Fig. 1: run 1, metal layers overlaid
(3 px per um) Only two layers are drawn.
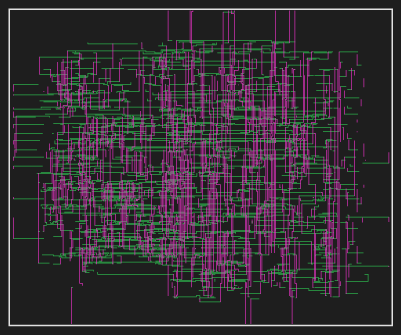
Fig. 2: run 1, I/O pins on the die edge
(4 px per um) Pins as bars across the die edge, other pins in grey.
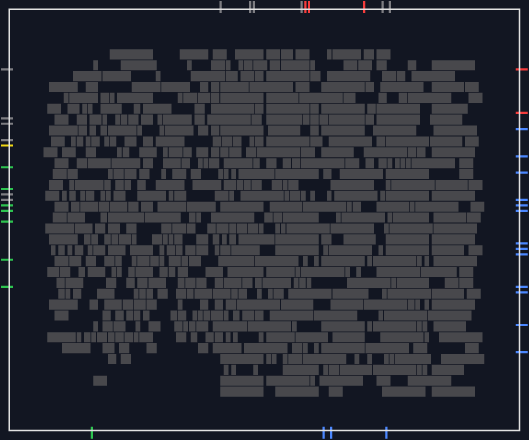
Fig. 3: run 1, layout detail
Region (44, 32) to (84, 72) um. Cells in grey, sequential cells in the stronger grey; small squares are vias.
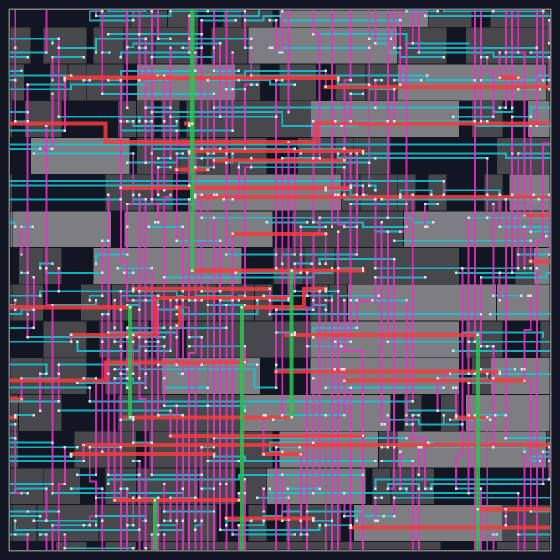
==> config.mk <==
export PLATFORM = sky130hd
export DESIGN_NAME = pe_psum_merge
export DESIGN_NICKNAME = d
export VERILOG_FILES = /design/src/rtl/pe_merge_pkg.sv /design/src/rtl/psum_fifo.sv /design/src/rtl/pe_psum_merge.sv
export VERILOG_INCLUDE_DIRS = /design/src /design/src/rtl
export SDC_FILE = /design/constraint.sdc
export NUM_CORES = 1
export LEC_CHECK = 0
export CORE_ASPECT_RATIO = 0.8
export CORE_MARGIN = 8
export CORE_UTILIZATION = 59
export CTS_CLUSTER_SIZE = 12
export DETAILED_ROUTE_END_ITERATION = 16
export MAX_ROUTING_LAYER = met4
export PLACE_DENSITY_LB_ADDON = 0.25
export SLEW_MARGIN = 20
export SYNTH_ARGS = -nofsm -noshare
export SYNTH_HDL_FRONTEND = slang
export SYNTH_SLANG_ARGS = --single-unit
==> constraint.sdc <==
create_clock -name clk -period 4.4 [get_ports clk]
set_input_delay 1.1 -clock clk [delete_from_list [all_inputs] [get_ports clk]]
set_output_delay 1.1 -clock clk [all_outputs]
set_load 0.02 [all_outputs]
==> qor.csv, run 1 <==
stage,metric,value,unit
placed_design,dpl cell area,0.00652,mm2
status,status,finished clean,
setup_path,slowest library cell on the worst path,clkdlybuf4s50_1,
cells_and_area,Final Util,74.2,%
die,IO Count,42,
setup_path,number of buffer and inverter stages on the critical path,2,
placed_design,Cells after DPL,677,
power_and_ir_drop,IR Drop Worst-Case VDD,381,uV
clock_network,CTS H-Tree Depth,4,
sta,RSZ-0062 raised after global routing,no,
flow_run,Max-Cap Viols,0,
route,met1 WL,5830,um
sta,post-route worst hold slack,0.458,ns
setup_path,crit-path max cell delay,0.51,ns
route,number of optimization iterations in the first detailed-route pass,5,
setup_path,required time worst endpoint,4.63,ns
power_and_ir_drop,fraction of power consumed by the clock network,41.6,%
setup_path,data arrival time of the critical path,4.44,ns
placed_design,routability congestion estimate from global placement,0.894,
sta,Final Slew Violations,0,
cells_and_area,fraction of area in registers,44.4,%
sta,sum of negative setup slack,0,ns
clock_network,TritonCTS clock tree,yes,
clock_network,clock tree root driver cell,clkbuf_16,
setup_path,"Cell Chain, Critical Path","clkdlybuf4s50_1, xnor2_1, nand3_1, nor4b_4, buf_4, and2_1, ha_1, o21ai_0, o21ai_0, a41oi_2, a21oi_2, o21ai_0, nor3b_1",
cells_and_area,Post-layout nets,595,
synthesis,post-synth tally of flip-flops with integrated enable,84,
cells_and_area,non-filler instance count after layout,709,
synthesis,summed standard-cell area reported by yosys,0.00583,mm2
die,Initial Utilization,60.5,%
synthesis,fa+ha+maj area frac,3.90,%
global_route,global-route met2 utilization,33.6,%
sta,worst setup slack after layout,0.190,ns
cells_and_area,clk cell area share,8.91,%
cells_and_area,proportion of layout cells with a drive suffix above 1,18.0,%
route,WL met3,1030,um
synthesis,cell types with the largest area share after synthesis,"edfxtp_1 43%, dfxtp_1 11%, mux4_2 8.1%",
cells_and_area,"leading cell types in the layout, fill and taps excluded","86 x nor2_1, 84 x edfxtp_1, 44 x and2_1",
clock_network,total clock sinks,117,
cells_and_area,Layout non-clock buf frac,9.61,%
cells_and_area,Layout Area Growth over Synthesis,22.8,%
sta,shortest period the worst path allows,4.21,ns
synthesis,Synth Net Count,525,
cells_and_area,total area of multi-input combinational cells,0.00245,mm2
setup_path,critical path class,input port to flip-flop,
die,number of core rows,32,
power_and_ir_drop,Comb power,787,uW
## Picture notes: Fig. 1
| layer | colour | wire length |
|---|---|---|
| M2 | magenta | 6250 um |
| M1 | green | 5830 um |
All-Layer GR Usage: 21.5%
via count of the routed design: 4078
Detailed Route WL: 13300 um
average wire per cell in the routed design: 18.8 um

## Picture notes: Fig. 2
| port | colour | pins | direction | edge |
|---|---|---|---|---|
| `in_data` | green | 8 | input | 7 left, 1 bottom |
| `in_last` | yellow | 1 | input | left |
| `out_data` | blue | 16 | output | 13 right, 3 bottom |
| `out_node` | red | 5 | output | 3 top, 2 right |
IO buf count: 41
Die Ht: 105 um
die width: 127 um

## Picture notes: Fig. 3
| layer | colour |
|---|---|
| M2 | magenta |
| M3 | red |
| M1 | cyan |
| M4 | green |
sequential cells in the window: 20
cells with their middle in the window: 106
most frequent: nor2_1 (14), edfxtp_1 (14)

==> run 2, diff against run 1 <==
CORE_ASPECT_RATIO = 1.5   (was 0.8)
Fig. 4: run 2, metal layers overlaid
(3 px per um) Only two layers are drawn.
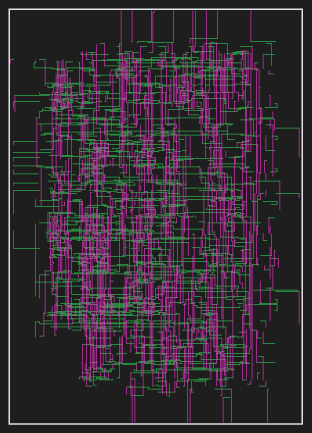
| layer | colour | wire length |
|---|---|---|
| M2 | magenta | 7020 um |
| M1 | green | 5090 um |
average wire per cell in the routed design: 19.0 um
via count of the routed design: 4084
All-Layer GR Usage: 20.9%

==> qor.csv, run 2 <==
stage,metric,value,unit
die,Die Ht,138,um
setup_path,"Cell Chain, Critical Path","clkdlybuf4s50_1, xnor2_1, nand3_1, nor4b_4, buf_4, and2_1, ha_1, a211oi_2, o211ai_2, a41oi_2, a21oi_2, o21ai_0, nor3b_1",
power_and_ir_drop,IR Drop Worst-Case VDD,400,uV
setup_path,data arrival time of the critical path,4.37,ns
synthesis,sequential cell area fraction in the yosys report,54.6,%
route,Detailed Route WL,13300,um
clock_network,total clock sinks,117,
cells_and_area,"leading cell types in the layout, fill and taps excluded","86 x nor2_1, 84 x edfxtp_1, 47 x buf_4",
synthesis,Synth Net Count,525,
die,die width,97.2,um
cells_and_area,clk cell area share,7.94,%
synthesis,summed standard-cell area reported by yosys,0.00583,mm2
setup_path,slowest library cell on the worst path,clkdlybuf4s50_1,
placed_design,dpl cell area,0.00657,mm2
setup_path,maximum fanout count along the critical path,15,
sta,Final Slew Violations,0,
cells_and_area,Post-layout nets,605,
global_route,number of global-route vias before repair,4151,
placed_design,routability congestion estimate from global placement,0.856,
cells_and_area,Layout Area Growth over Synthesis,22.4,%
placed_design,post-detail-place hpwl,8840,um
setup_path,required time worst endpoint,4.63,ns
status,status,finished clean,
power_and_ir_drop,Static Leak,0.00276,uW
cells_and_area,Final Util,74.1,%
setup_path,crit-path max cell delay,0.51,ns
synthesis,post-synth tally of flip-flops with integrated enable,84,
route,WL met3,816,um
sta,RSZ-0062 raised after global routing,no,
flow_run,Max-Cap Viols,0,
clock_network,clock tree root driver cell,clkbuf_16,
placed_design,IO buf count,41,
sta,shortest period the worst path allows,4.14,ns
clock_network,TritonCTS clock tree,yes,
die,IO Count,42,
setup_path,number of buffer and inverter stages on the critical path,2,
cells_and_area,Layout non-clock buf frac,10.7,%
placed_design,Cells after DPL,666,
power_and_ir_drop,power dissipated in sequential cells,1310,uW
route,met1 WL,5090,um
cells_and_area,total area of multi-input combinational cells,0.00244,mm2
cells_and_area,fraction of area in registers,44.6,%
synthesis,cell types with the largest area share after synthesis,"edfxtp_1 43%, dfxtp_1 11%, mux4_2 8.1%",
cells_and_area,proportion of layout cells with a drive suffix above 1,19.0,%
cells_and_area,non-filler instance count after layout,698,
route,number of optimization iterations in the first detailed-route pass,4,
synthesis,fa+ha+maj area frac,3.90,%
power_and_ir_drop,Comb power,782,uW
sta,post-route worst hold slack,0.467,ns
die,Initial Utilization,60.5,%
Power is estimated from default activity; no workload was simulated.
